--- src/rtl/fmps_link_arbiter.sv ---
// Packet-granular round-robin merge of CCW/CW FMPS tx links with per-FA-cycle packet counts.
// Zero-latency pass-through after one IDLE arbitration cycle; m_tready backpressures the granted link only; runaway packets truncate then drain.
module fmps_link_arbiter #(
  parameter int DATA_WIDTH    = 32,
  parameter int MAX_PKT_WORDS = 4,
  parameter int COUNT_WIDTH   = 6
) (
  input  logic                   auClk,
  input  logic                   auReset,
  input  logic                   auFAstrobe,
  input  logic                   s0_tvalid,
  input  logic                   s0_tlast,
  input  logic [DATA_WIDTH-1:0]  s0_tdata,
  output logic                   s0_tready,
  input  logic                   s1_tvalid,
  input  logic                   s1_tlast,
  input  logic [DATA_WIDTH-1:0]  s1_tdata,
  output logic                   s1_tready,
  output logic                   m_tvalid,
  output logic                   m_tlast,
  output logic [DATA_WIDTH-1:0]  m_tdata,
  input  logic                   m_tready,
  output logic                   m_tuser,
  output logic [COUNT_WIDTH-1:0] pktCount0,
  output logic [COUNT_WIDTH-1:0] pktCount1,
  output logic                   lengthErrorStrobe
);

  localparam int WCW = $clog2(MAX_PKT_WORDS + 1);

  typedef enum logic [1:0] {IDLE, PASS, DRAIN} state_t;

  state_t                 state_q, state_d;
  logic                   grant_q, grant_d;
  logic                   last_grant_q, last_grant_d;
  logic [WCW-1:0]         word_cnt_q, word_cnt_d;
  logic [COUNT_WIDTH-1:0] live0_q, live0_d, live1_q, live1_d;
  logic [COUNT_WIDTH-1:0] cnt0_q, cnt0_d, cnt1_q, cnt1_d;
  logic                   len_err_q, len_err_d;

  logic                   sel_vld, sel_last, at_limit, pkt_done;
  logic [DATA_WIDTH-1:0]  sel_data;
  logic [COUNT_WIDTH-1:0] live0_nxt, live1_nxt;

  assign sel_vld  = grant_q ? s1_tvalid : s0_tvalid;
  assign sel_last = grant_q ? s1_tlast  : s0_tlast;
  assign sel_data = grant_q ? s1_tdata  : s0_tdata;
  // The word about to transfer is the last one a packet may carry.
  assign at_limit = (word_cnt_q == WCW'(MAX_PKT_WORDS - 1));

  always_comb begin
    state_d      = state_q;
    grant_d      = grant_q;
    last_grant_d = last_grant_q;
    word_cnt_d   = word_cnt_q;
    len_err_d    = 1'b0;
    pkt_done     = 1'b0;
    s0_tready    = 1'b0;
    s1_tready    = 1'b0;
    m_tvalid     = 1'b0;
    m_tlast      = 1'b0;
    m_tdata      = '0;
    m_tuser      = 1'b0;

    unique case (state_q)
      IDLE: begin
        if (s0_tvalid || s1_tvalid) begin
          grant_d    = (s0_tvalid && s1_tvalid) ? ~last_grant_q : s1_tvalid;
          word_cnt_d = '0;
          state_d    = PASS;
        end
      end
      PASS: begin
        m_tvalid  = sel_vld;
        m_tdata   = sel_data;
        m_tlast   = sel_last | at_limit;
        m_tuser   = grant_q;
        s0_tready = ~grant_q & m_tready;
        s1_tready = grant_q & m_tready;
        if (sel_vld && m_tready) begin
          word_cnt_d = word_cnt_q + WCW'(1);
          if (sel_last || at_limit) begin
            pkt_done     = 1'b1;
            last_grant_d = grant_q;
            len_err_d    = ~sel_last;
            state_d      = sel_last ? IDLE : DRAIN;
          end
        end
      end
      DRAIN: begin
        s0_tready = ~grant_q;
        s1_tready = grant_q;
        if (sel_vld && sel_last) state_d = IDLE;
      end
      default: state_d = IDLE;
    endcase
  end

  // Completion in the strobe cycle lands in the latched count, not the new live count.
  always_comb begin
    live0_nxt = live0_q;
    live1_nxt = live1_q;
    if (pkt_done && !grant_q && live0_q != '1) live0_nxt = live0_q + COUNT_WIDTH'(1);
    if (pkt_done &&  grant_q && live1_q != '1) live1_nxt = live1_q + COUNT_WIDTH'(1);
    cnt0_d  = cnt0_q;
    cnt1_d  = cnt1_q;
    live0_d = live0_nxt;
    live1_d = live1_nxt;
    if (auFAstrobe) begin
      cnt0_d  = live0_nxt;
      cnt1_d  = live1_nxt;
      live0_d = '0;
      live1_d = '0;
    end
  end

  always_ff @(posedge auClk or posedge auReset) begin
    if (auReset) begin
      state_q      <= IDLE;
      grant_q      <= 1'b0;
      last_grant_q <= 1'b1;
      word_cnt_q   <= '0;
      live0_q      <= '0;
      live1_q      <= '0;
      cnt0_q       <= '0;
      cnt1_q       <= '0;
      len_err_q    <= 1'b0;
    end else begin
      state_q      <= state_d;
      grant_q      <= grant_d;
      last_grant_q <= last_grant_d;
      word_cnt_q   <= word_cnt_d;
      live0_q      <= live0_d;
      live1_q      <= live1_d;
      cnt0_q       <= cnt0_d;
      cnt1_q       <= cnt1_d;
      len_err_q    <= len_err_d;
    end
  end

  assign pktCount0         = cnt0_q;
  assign pktCount1         = cnt1_q;
  assign lengthErrorStrobe = len_err_q;

endmodule

--- config.mk ---
export PLATFORM = sky130hd
export DESIGN_NAME = fmps_link_arbiter
export DESIGN_NICKNAME = d
export VERILOG_FILES = /design/src/rtl/fmps_link_arbiter.sv
export SDC_FILE = /design/constraint.sdc
export NUM_CORES = 1
export LEC_CHECK = 0
export CORE_MARGIN = 2
export CORE_UTILIZATION = 28
export DETAILED_ROUTE_END_ITERATION = 7
export GPL_ROUTABILITY_DRIVEN = 0
export PLACE_DENSITY_LB_ADDON = 0.1
export SLEW_MARGIN = 20
export SYNTH_ARGS = -nofsm -noshare
export SYNTH_HDL_FRONTEND = slang
export SYNTH_SLANG_ARGS = --single-unit
--- constraint.sdc ---
create_clock -name auClk -period 2.5 [get_ports auClk]
set_input_delay 0.5 -clock auClk [delete_from_list [all_inputs] [get_ports auClk]]
set_output_delay 0.5 -clock auClk [all_outputs]
set_load 0.05 [all_outputs]
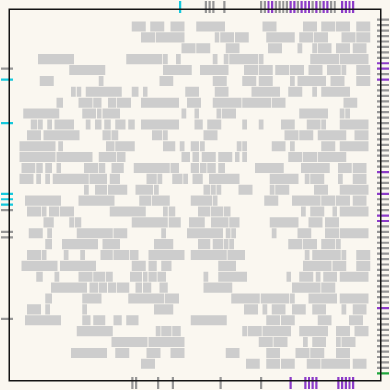
*I/O pins on the die edge, run 1*
Scale: 4 px per µm. Pins as bars across the die edge, other pins in grey.
s1_tdata -> purple  # pins 32, direction input, edge 14 top, 10 bottom, 8 right
pktCount1 -> cyan  # pins 6, direction output, edge 5 left, 1 top
m_tready -> green  # pins 1, direction input, edge right
all pins by edge = 66 right, 30 top, 16 bottom, 10 left
PortBufs: 121
Die W: 92.5 µm
Die Ht: 92.5 µm

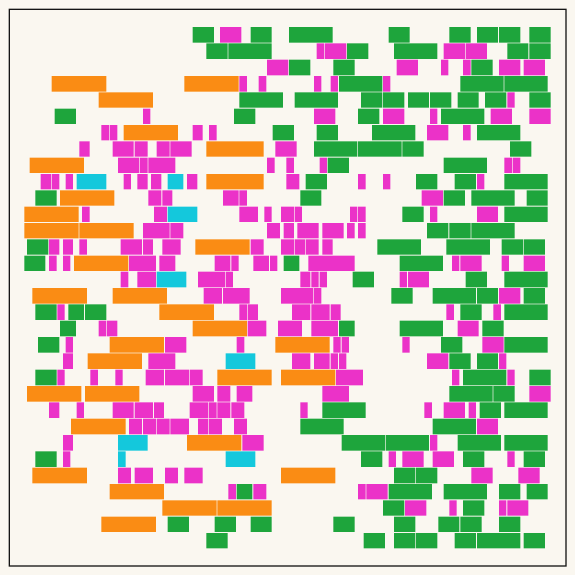
*Cells coloured by class, run 1*
Scale: 6 px per µm.
clock drivers and dummy loads -> cyan  # cells 8, share of their area 2.4%
remaining logic cells -> magenta  # cells 201, share of their area 34%
remaining buffers and delay cells -> green  # cells 128, share of their area 43%
registers -> orange  # cells 32, share of their area 21%
proportion of cell area occupied by registers: 20.0%
core box area: 7650 µm²
row cnt: 32
final core utilization: 52.4%

==> reports/metrics.yaml, run 1 <==
synthesis:
  async_reset_ff_share_pct: 100
  top_cell: "nor2_1"
  yosysWarnings: 0
  synth_top_area_share_pct: 35.3
  synth-cells-yosys: 246
  ys_seq_share_pct: 36.5
  avgSynthCellArea_um2: 8.92
  synthCells: 246
  synth_cell_type_count: 48
  ys_chip_area_um2: 2190
  netlist_area_um2: 2190
  area_leaders: "dfrtp_1, mux2i_1, nor2_1"
  ys.flops: 32
  edf_count: 0
  yosysTopAreaCell: "dfrtp_1"
  flop_cell: "dfrtp_1"
  syn-num-nets: 325
  top_cells_by_count: "nor2_1, mux2i_1, dfrtp_1, nand2_1, inv_1"
setup_path:
  r2r-end: "pktCount0[5]"
  critPathArrivalTime_ns: 1.78
  rr_worst_depth: 6
  crit_type: "reg2out"
  crit_end: "m_tdata[22]"
  crit_path_max_fanout: 27
  timing.rr.start: "word_cnt_q[0]"
  r2r_slack_ns: 0.57
  crit_start: "state_q[1]"
  worstSetupEndpointType: "output port"
  critical_path_required_ns: 2.00
  critPathLaunchType: "register"
floorplan:
  fp-utilization_pct: 28.7
  chipArea_um2: 8560
  io_pins: 122
cts:
  cts-resized-gates: 0
  cts_buffer_depth: 2
  clkSlewWorstSetupHoldPaths_ns: 0.07
  cts_tree: "built"
  cts_htree_levels: 2
  root_buffer: "clkbuf_8"
  cts_hold_buffers: 0
  clk_latency_ns: 0.29
  numCtsBuffers: 5
  numClockSinks: 32
  post_cts_buffers: 0
place:
  dp_hpwl_um: 5850
  dp_cells: 463
sta:
  final_max_slew_viol_count: 0
  skew_ns: 0.00825
  max_freq_mhz: 438
  finalHoldViolations: 0
  worst_pin_slew_ns: 0.547
  rsz0062_at_grt: "no"
  min_period_over_period_pct: 91.4
  final.setup.tns_ns: 0
  period_minus_slack_ns: 2.28
  worst_slew_margin_rel_pct: 63.4
  finalSetupViolCount: 0
status:
  outcome: "finished, final reports clean"
detailed_routing:
  remaining_drc_errors: 0
  drtAntennaViolNets: 0
  wl_um: 7290
  wire_per_inst_um: 15.5
  dr.first_iter.drc_count: 71
  top_layer: "met4"
  met2_length_um: 3200
  wl_met1_um: 3380
  viasPerCell: 4.76
  firstDrtPassIters: 4
  met3_length_um: 639
final_layout:
  syn_to_final_growth_pct: 82.6
  diodes: 0
  fin_cells: 471
  drive_gt1_share_pct: 17.1
  nets: 447
grt:
  antenna_found_initial: 0
  grt-ovfl-total: 0
  grt_max_degree: 28
  grt_first_pass_wirelength_um: 11500
  grt_use_total_pct: 17.0
  grt_pass1_vias: 2140
flow_run:
  warnings: 28
  drv_cap: 0
hold_path:
  hold_path.class: "reg2reg"
  worstHoldStart: "pktCount0[3]"
power_and_ir_drop:
  cellLeakagePower_nw: 1.73
  p_per_area_nw_per_um2: 1040
  worst_ir_drop_vdd_mv: 0.371
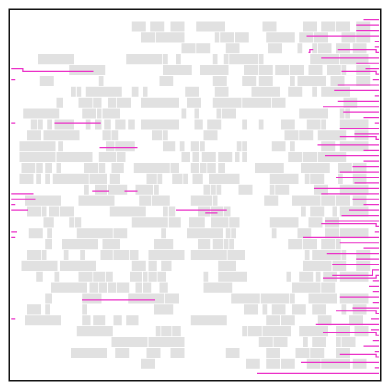
*Signal wires on met3, run 1*
Scale: 4 px per µm.
main direction = horizontal
wire length on this layer = 640 µm
share of all routed wire = 8.8%
nets with wire on the layer = 80
Vias: 2243
met3 usage in global routing: 5.13%

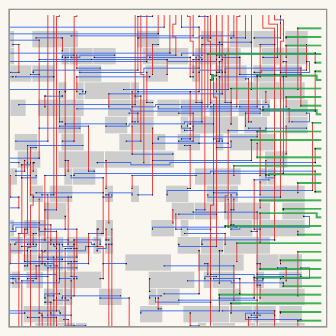
*Layout detail, run 1*
Region (43, 43) to (93, 93) µm. Cells in grey, sequential cells in the stronger grey; small squares are vias.
M3 -> green
M1 -> blue
M2 -> red
cells with their middle in the window = 125
most frequent = clkdlybuf4s50_1 (40), nor2_1 (22), buf_12 (21)
sequential cells in the window = 0

==> run 1: worst min-delay path by stage <==
stage | end | slack, ns | depth (start not counted)
floorplan | word_cnt_q[2] | 0.48 | 2
global placement | pktCount1[4] | 0.47 | 2
detailed placement | pktCount1[3] | 0.48 | 2
CTS | pktCount1[3] | 0.50 | 2
global route | pktCount1[4] | 0.52 | 2
finish | pktCount0[3] | 0.49 | 1
==> run 1: cell usage in the layout (no fill, tap or decap), drive strengths merged, types with 3 or more instances in the layout <==
master / Yosys / routed
a31o: 4 / 4
inv: 12 / 12
nand2: 16 / 16
dfrtp: 31 / 31
ha: 7 / 7
nor2b: 3 / 3
nor2: 52 / 52
nor3: 4 / 4
and3: 4 / 4
nand3: 4 / 4
buf: 10 / 44
nand2b: 6 / 6
a21oi: 8 / 8
clkdlybuf4s50: 0 / 84
o21ai: 6 / 6
clkbuf: 3 / 7
nand4: 4 / 4
o2bb2ai: 4 / 4
mux2i: 39 / 39
==> run 1: worst max-delay path, cell delays in order, from the launching register on <==
cell and delay (ns):
dfrtp_1 0.39, inv_1 0.11, ha_1 0.17, inv_1 0.20, buf_12 0.24, nor2_1 0.21, buf_12 0.17
==> run 1: power by group <==
group	internal (W)	switching (W)
sequential	0.000572	0.0000897
clock	0.000224	0.000193
combinational	0.00140	0.00168
==> run 1: per-layer routing <==
layer  vias up  track usage [%]
met5         -                0
met4         0             4.48
met3         7             5.13
met2        87             26.8
met1      1044             22.7
li1       1105                -
==> run 1: cell families (layout without fill, tap and decap cells) <==
kind of cell,count (synthesis),count (layout),share of synthesized area (%)
DFF,32,32,36.5
AOI/OAI and AO/OA,39,39,13.3
and+or+nand+nor,101,101,21.8
buffers and inverters,25,148,5.19
adders and majority gates,7,7,3.99
xor gates and xnor gates,2,2,0.798
muxes,40,40,18.3
==> run 1: registers in the layout, summed over array words and instances (netlist names) <==
name / cells
lengthErrorStrobe: 1
word_cnt_q: 3
pktCount1: 6
last_grant_q: 1
grant_q: 1
state_q: 2
pktCount0: 6
live1_q: 6
live0_q: 6
==> run 1: layout make-up <==
type,count,area (µm²)
repair buffers,128,1660
flip-flops and latches,32,803
clock buffers,7,86.3
inverters,12,45.0
multi-input cells,189,1280
fillers,713,3640
well taps,102,128
clock inverters,1,7.51
==> run 1: metrics by stage <==
step / power, W / area [µm²] / worst slack (ns) / hold slack [ns]
final: 0.00416 / 4010 / 0.216 / 0.492
after global placement: 0.00376 / 3910 / 0.293 / 0.468
after detailed placement: 0.00377 / 3910 / 0.291 / 0.478
after global routing: 0.00435 / 4010 / 0.0903 / 0.516
after CTS: 0.00420 / 4010 / 0.210 / 0.498
after floorplan: 0.00232 / 2190 / 0.128 / 0.480
==> run 2, diff against run 1 <==
--- a/config.mk
+++ b/config.mk
@@ -5,6 +5,7 @@
 export SDC_FILE = /design/constraint.sdc
 export NUM_CORES = 1
 export LEC_CHECK = 0
+export CORE_ASPECT_RATIO = 0.75
 export CORE_MARGIN = 2
 export CORE_UTILIZATION = 28
 export DETAILED_ROUTE_END_ITERATION = 7
@@ -14,3 +15,4 @@
 export SYNTH_ARGS = -nofsm -noshare
 export SYNTH_HDL_FRONTEND = slang
 export SYNTH_SLANG_ARGS = --single-unit
+export TNS_END_PERCENT = 5
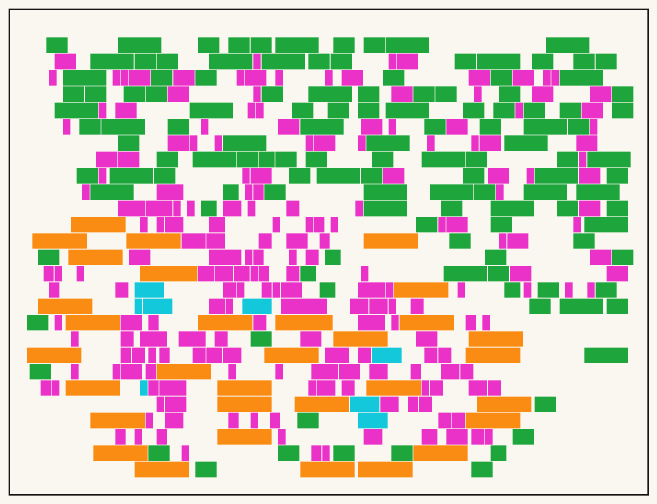
*Cells coloured by class, run 2*
Scale: 6 px per µm.
remaining buffers and delay cells -> green  # cells 129, share of their area 43%
registers -> orange  # cells 32, share of their area 21%
clock drivers and dummy loads -> cyan  # cells 8, share of their area 2.3%
remaining logic cells -> magenta  # cells 201, share of their area 34%
fin area: 3990 µm²
proportion of cell area occupied by registers: 20.2%

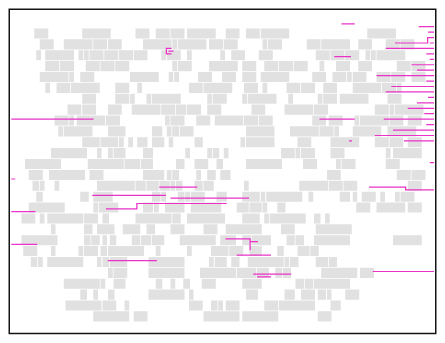
*Signal wires on met3, run 2*
Scale: 4 px per µm.
wire length on this layer = 343 µm
nets with wire on the layer = 40
share of all routed wire = 4.7%
longest straight run = 22.3 µm
Post-Route WL: 7310 µm
Vias: 2209
met3 usage in global routing: 3.49%

==> reports/metrics.yaml, run 2 <==
setup_path:
  crit_path_max_fanout: 5  # -81%
  crit_type: "in2out"
  worstSetupEndpointType: "output port"
  r2r-end: "pktCount0[5]"
  critPathArrivalTime_ns: 1.69  # -0.09 ns
  critPathLaunchType: "primary input"
  timing.rr.start: "word_cnt_q[0]"
  critical_path_required_ns: 2.00  # about the same
  rr_worst_depth: 6  # unchanged
  r2r_slack_ns: 0.57  # about the same
synthesis:
  top_cells_by_count: "nor2_1, mux2i_1, dfrtp_1, nand2_1, inv_1"
  yosysTopAreaCell: "dfrtp_1"
  synth_cell_type_count: 48  # unchanged
  top_cell: "nor2_1"
  netlist_area_um2: 2190  # unchanged
  ys_seq_share_pct: 36.5  # unchanged
  async_reset_ff_share_pct: 100  # unchanged
  synth_top_area_share_pct: 35.3  # unchanged
  synthCells: 246  # unchanged
  edf_count: 0  # unchanged
  synth-cells-yosys: 246  # unchanged
  area_leaders: "dfrtp_1, mux2i_1, nor2_1"
  avgSynthCellArea_um2: 8.92  # unchanged
  syn-num-nets: 325  # unchanged
  ys_chip_area_um2: 2190  # unchanged
  ys.flops: 32  # unchanged
  flop_cell: "dfrtp_1"
  yosysWarnings: 0  # unchanged
hold_path:
  worstHoldStart: "pktCount0[4]"
  hold_path.class: "reg2reg"
  hold_end: "pktCount0[4]"
  min_path_cells: 2  # +1
floorplan:
  fp-utilization_pct: 29.4  # +0.70 points
  chipArea_um2: 8570  # about the same
  fp.dieH_um: 80.7  # -13%
  coreArea_um2: 7470  # -2.4%
  io_pins: 122  # unchanged
  die_w_um: 106  # +15%
  rows: 27  # -16%
sta:
  fin_hold_ws_ns: 0.489  # -0.00340 ns
  final.setup.tns_ns: 0  # unchanged
  skew_ns: 0.00515  # -0.00310 ns
  max_freq_mhz: 457  # +4.5%
  worst_slew_margin_rel_pct: 63.4  # about the same
  min_period_over_period_pct: 87.4  # -3.9 points
  rsz0062_at_grt: "no"
  final_max_slew_viol_count: 0  # unchanged
  period_minus_slack_ns: 2.19  # -0.0979 ns
  worst_pin_slew_ns: 0.547  # +0.000110 ns
  finalSetupViolCount: 0  # unchanged
  finalHoldViolations: 0  # unchanged
cts:
  numClockSinks: 32  # unchanged
  cts_htree_levels: 2  # unchanged
  post_cts_buffers: 0  # unchanged
  numCtsBuffers: 5  # unchanged
  cts_buffer_depth: 2  # unchanged
  root_buffer: "clkbuf_8"
  cts_hold_buffers: 0  # unchanged
  cts_tree: "built"
  cts-resized-gates: 0  # unchanged
  clkSlewWorstSetupHoldPaths_ns: 0.07  # about the same
  clk_latency_ns: 0.28  # about the same
status:
  outcome: "finished, final reports clean"
detailed_routing:
  firstDrtPassIters: 7  # +3
  drtAntennaViolNets: 0  # unchanged
  remaining_drc_errors: 0  # unchanged
  viasPerCell: 4.69  # -1.5%
  dr.first_iter.drc_count: 77  # +8.5%
  wire_per_inst_um: 15.5  # +0.22%
power_and_ir_drop:
  seqPwrFrac_pct: 15.0  # -0.9 points
  comb_power_share_pct: 75.1  # +1.0 points
  intPower_w: 0.00218  # -0.93%
  p_per_area_nw_per_um2: 1030  # -0.42%
  p_sw_w: 0.00194  # -1.0%
  worst_ir_drop_vdd_mv: 0.577  # +56%
  cellLeakagePower_nw: 1.73  # -0.16%
  clockPowerShare_pct: 9.9  # about the same
  p_sw_share_pct: 47.1  # about the same
final_layout:
  nets: 448  # +0.22%
  fin_cells: 471  # unchanged
  diodes: 0  # unchanged
  drive_gt1_share_pct: 17.0  # -0.046 points
  final_cell_mix: "clkdlybuf4s50_1, nor2_1, mux2i_1"
  lay_top_count: "clkdlybuf4s50_1"
  syn_to_final_growth_pct: 81.6
grt:
  antenna_found_initial: 0  # unchanged
  grt-ovfl-total: 0  # unchanged
  grt_use_total_pct: 16.7  # -0.30 points
  grt_pass1_vias: 2128  # -0.56%
  grt_max_degree: 33  # +18%
  grt_first_pass_wirelength_um: 11300  # -1.7%
place:
  dp_hpwl_um: 5910  # +0.94%
  dp_cells: 463  # unchanged
  port_buffers: 121  # unchanged
flow_run:
  warnings: 28  # unchanged
  drv_cap: 0  # unchanged
==> run 2: how the worst max path moves through the flow <==
stage	from	end	slack (ns)	cells past startpoint
5_1_grt	state_q[1]	s0_tready	0.18	8
2_1_floorplan	state_q[1]	m_tdata[10]	0.13	7
3_3_place_gp	s0_tvalid	m_tvalid	0.33	5
4_1_cts	m_tready	s1_tready	0.30	6
3_5_place_dp	m_tready	s1_tready	0.31	6
6_report	m_tready	s1_tready	0.31	6
==> run 2: kinds of logic (layout without fill, tap and decap cells) <==
group                    Yosys count  count (layout)  share of synthesized area (%)
flip-flops                        32              32                           36.5
AND/OR/NAND/NOR                  101             101                           21.8
adder cells (fa/ha/maj)            7               7                           3.99
AND-OR/OR-AND                     39              39                           13.3
XOR/XNOR                           2               2                          0.798
multiplexers                      40              40                           18.3
buffers and inverters             25             149                           5.19
==> run 2: cell type report <==
cell class              instances  area (µm²)
flip-flops and latches         32         803
inverters                      12        45.0
fillers                       675        3480
multi-input cells             189        1280
clock buffers                   8        90.1
repair buffers                129        1640
well taps                     101         126
==> run 2: per-layer routing <==
| metal | GRT usage (%) | up-vias | routed length, µm |
|---|---|---|---|
| li1 | - | 1106 | - |
| met1 | 20.7 | 1039 | 3040 |
| met2 | 30.3 | 58 | 3860 |
| met3 | 3.49 | 6 | 342 |
| met4 | 3.03 | 0 | 63 |
| met5 | 0 | - | 0 |
==> run 2: stage by stage <==
step           area, µm²  utilization (%)  setup WS, ns  power, W
2_1_floorplan       2190                -         0.128   0.00232
3_3_place_gp        3890             52.2         0.334   0.00374
3_5_place_dp        3890             52.2         0.308   0.00375
4_1_cts             3990             53.4         0.302   0.00416
5_1_grt             3990             53.4         0.176   0.00432
6_report            3990             53.4         0.314   0.00411
==> run 2: worst max-delay path: stages <==
cell	delay, ns
clkdlybuf4s50_1	0.62
nand2_1	0.08
nand2_1	0.07
nand2_1	0.07
nor2_1	0.18
buf_12	0.17
==> run 2: power by group through the flow <==
stage | Clock, W | Sequential [W] | Combinational (W)
after detailed placement | 0 | 0.000629 | 0.00312
after global placement | 0 | 0.000631 | 0.00311
final | 0.000407 | 0.000619 | 0.00309
after CTS | 0.000420 | 0.000619 | 0.00312
after floorplan | 0 | 0.000631 | 0.00169
after global routing | 0.000444 | 0.000628 | 0.00324
==> run 3, diff against run 2 <==
--- a/config.mk
+++ b/config.mk
@@ -7,7 +7,8 @@
 export LEC_CHECK = 0
 export CORE_ASPECT_RATIO = 0.75
 export CORE_MARGIN = 2
-export CORE_UTILIZATION = 28
+export CORE_UTILIZATION = 35
+export CTS_CLUSTER_SIZE = 20
 export DETAILED_ROUTE_END_ITERATION = 7
 export GPL_ROUTABILITY_DRIVEN = 0
 export PLACE_DENSITY_LB_ADDON = 0.1
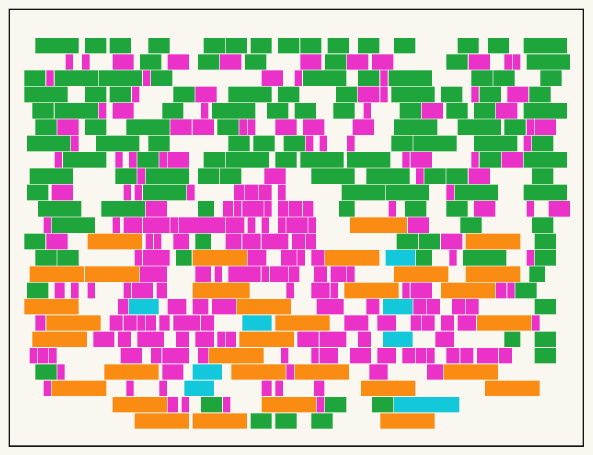
*Cells coloured by class, run 3*
Scale: 6 px per µm.
clock drivers and dummy loads -> cyan  # cells 8, share of their area 3.2%
remaining buffers and delay cells -> green  # cells 129, share of their area 42%
remaining logic cells -> magenta  # cells 201, share of their area 34%
registers -> orange  # cells 32, share of their area 21%
proportion of cell area occupied by registers: 20.0%
row cnt: 24
fin area: 4010 µm²
final core utilization: 67.4%
core box area: 5950 µm²

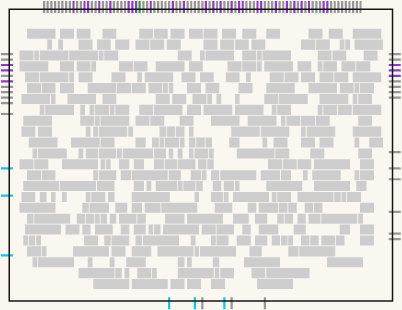
*I/O pins on the die edge, run 3*
Scale: 4 px per µm. Pins as bars across the die edge, other pins in grey.
m_tready -> green  # pins 1, direction input, edge top
s1_tdata -> purple  # pins 32, direction input, edge 26 top, 3 right, 3 left
pktCount1 -> cyan  # pins 6, direction output, edge 3 bottom, 3 left
all pins by edge = 87 top, 15 right, 14 left, 6 bottom
Die W: 95.4 µm
Die Ht: 72.6 µm

==> reports/metrics.yaml, run 3 <==
sta:
  final.setup.tns_ns: 0  # unchanged
  finalHoldViolations: 0  # unchanged
  skew_ns: 0.00589  # +0.000739 ns
  worst_slew_margin_rel_pct: 63.7  # +0.31 points
  period_minus_slack_ns: 2.25  # +0.0674 ns
  rsz0062_at_grt: "no"
  final_max_slew_viol_count: 0  # unchanged
  finalSetupViolCount: 0  # unchanged
  fin_hold_ws_ns: 0.486  # -0.00351 ns
  worst_pin_slew_ns: 0.543  # -0.00462 ns
  min_period_over_period_pct: 90.1  # +2.7 points
  max_freq_mhz: 444  # -3.0%
cts:
  numClockSinks: 32  # unchanged
  cts_tree: "built"
  cts_hold_buffers: 0  # unchanged
  cts_buffer_depth: 2  # unchanged
  cts_htree_levels: 2  # unchanged
  numCtsBuffers: 5  # unchanged
  clkSlewWorstSetupHoldPaths_ns: 0.07  # about the same
  root_buffer: "clkbuf_8"
  clk_latency_ns: 0.28  # about the same
detailed_routing:
  remaining_drc_errors: 0  # unchanged
  viasPerCell: 4.97  # +6.0%
  firstDrtPassIters: 4  # -3
  vias: 2228  # +0.86%
  drtAntennaViolNets: 0  # unchanged
  dr.first_iter.drc_count: 66  # -14%
  wl_um: 6910  # -5.5%
  wire_per_inst_um: 15.4  # -0.65%
final_layout:
  fillCellCount: 483  # -28%
  lay_top_count: "clkdlybuf4s50_1"
  syn_to_final_growth_pct: 82.7
  seq_area_um2: 803  # unchanged
  comb_area_um2: 1280  # unchanged
  diodes: 0  # unchanged
  nets: 448  # unchanged
  final_cell_mix: "clkdlybuf4s50_1, nor2_1, mux2i_1"
  drive_gt1_share_pct: 17.8  # +0.81 points
flow_run:
  warnings: 28  # unchanged
  drv_cap: 0  # unchanged
floorplan:
  io_pins: 122  # unchanged
  fp-utilization_pct: 36.9  # +7.5 points
  chipArea_um2: 6930  # -19%
synthesis:
  synth_cell_type_count: 48  # unchanged
  async_reset_ff_share_pct: 100  # unchanged
  flop_cell: "dfrtp_1"
  syn-num-nets: 325  # unchanged
  edf_count: 0  # unchanged
  synth_top_area_share_pct: 35.3  # unchanged
  yosysTopAreaCell: "dfrtp_1"
  top_cells_by_count: "nor2_1, mux2i_1, dfrtp_1, nand2_1, inv_1"
  synth-cells-yosys: 246  # unchanged
  yosysWarnings: 0  # unchanged
  top_cell: "nor2_1"
  area_leaders: "dfrtp_1, mux2i_1, nor2_1"
  ys_chip_area_um2: 2190  # unchanged
  netlist_area_um2: 2190  # unchanged
  ys_seq_share_pct: 36.5  # unchanged
  synthCells: 246  # unchanged
  avgSynthCellArea_um2: 8.92  # unchanged
  ys.flops: 32  # unchanged
setup_path:
  worst_path_largest_cell_delay_ns: 0.38  # -0.24 ns
  critPathLaunchType: "register"
  critical_path_required_ns: 2.00  # about the same
  timing.rr.start: "word_cnt_q[0]"
  path_cells: "inv_1 -> ha_1 -> buf_4 -> nand2_1 -> nand2_1 -> nand2_1 -> nor2_1 -> buf_12"
  r2r_slack_ns: 0.55  # -0.02 ns
  slowest_stage: "dfrtp_1"
  critPathArrivalTime_ns: 1.75  # +0.06 ns
  worstSetupEndpointType: "output port"
  crit_type: "reg2out"
  crit_path_max_fanout: 11  # +6
  path_buffers: 3  # +1
  rr_worst_depth: 6  # unchanged
  path_delay_family: "buffers and inverters"
  crit_top_cell: "nand2_1"
  r2r-end: "pktCount0[5]"
place:
  dp_hpwl_um: 5530  # -6.4%
  port_buffers: 121  # unchanged
  placed_area_um2: 3870  # -0.61%
hold_path:
  min_path_cells: 2  # unchanged
  hold_end: "pktCount0[4]"
  hold_path.class: "reg2reg"
  worstHoldStart: "pktCount0[4]"
grt:
  antenna_found_initial: 0  # unchanged
  grt_pass1_vias: 2078  # -2.3%
  grt-ovfl-total: 0  # unchanged
  met2_usage_pct: 35.1  # +4.9 points
  grt_first_pass_wirelength_um: 10400  # -7.9%
  grt_use_total_pct: 19.6  # +2.9 points
  grt_use_met1_pct: 24.9  # +4.2 points
  grt_max_degree: 33  # unchanged
  use_met3_pct: 4.13  # +0.64 points
  grt.busiest_layer: "met2"
power_and_ir_drop:
  worst_ir_drop_vdd_mv: 0.750  # +30%
  p_per_area_nw_per_um2: 1070  # +3.7%
  cellLeakagePower_nw: 1.75  # +1.0%
status:
  outcome: "finished, final reports clean"
-- run 3: repair_timing --
action | in CTS | in global routing
setup buffers | 0 | 1
setup endpoints to repair | 0 | 23
gates resized | 0 | 1
-- run 3: cells by family after synthesis --
kind of cell	synth area share (%)
buffers and inverters	5.19
AOI/OAI and AO/OA	13.3
adders and majority gates	3.99
DFF	36.5
xor gates and xnor gates	0.798
and+or+nand+nor	21.8
muxes	18.3
-- run 3: cell type report --
cell class              instances  share of cell area (%)
repair buffers                129                    41.3
multi-input cells             189                    31.9
flip-flops and latches         32                    20.0
well taps                      78                    2.43
clock buffers                   7                    2.40
inverters                      12                    1.22
clock inverters                 1                   0.749
-- run 3: worst max path at each step --
stage / to / slack [ns] / depth (start not counted) / from
after global routing: s0_tready / 0.09 / 8 / state_q[1]
after floorplan: m_tdata[10] / 0.13 / 7 / state_q[1]
after detailed placement: m_tvalid / 0.29 / 5 / s0_tvalid
after CTS: m_tdata[0] / 0.05 / 5 / state_q[0]
after global placement: m_tvalid / 0.35 / 5 / s0_tvalid
final: s0_tready / 0.25 / 8 / state_q[1]
-- run 3: report_power, final --
part / total [W] / internal (W) / switching [W]
Clock: 0.000545 / 0.000352 / 0.000194
Sequential: 0.000654 / 0.000572 / 0.0000827
Combinational: 0.00309 / 0.00140 / 0.00169
-- run 3: layer usage --
metal / vias up / part of all wire, %
met4: 0 / 0.55
li1: 1109 / -
met2: 44 / 54
met3: 4 / 3.7
met1: 1071 / 42
met5: - / 0
-- run 3: worst reg2reg max path: cells and delay by family (launching register included) --
family                     cells  cell delay [ns]
DFF                            1             0.40
and+or+nand+nor                1             0.23
AOI/OAI and AO/OA              3             0.75
adders and majority gates      2             0.45
-- run 3: stage by stage --
step / util, % / cells / setup WS, ns / power, W
floorplan: - / 246 / 0.128 / 0.00232
global placement: 65.1 / 439 / 0.347 / 0.00373
detailed placement: 65.1 / 439 / 0.294 / 0.00375
CTS: 67.2 / 447 / 0.0538 / 0.00431
global route: 67.4 / 448 / 0.0874 / 0.00449
finish: 67.4 / 448 / 0.246 / 0.00429
No activity file was given, so power comes from the tool's default toggle rates.
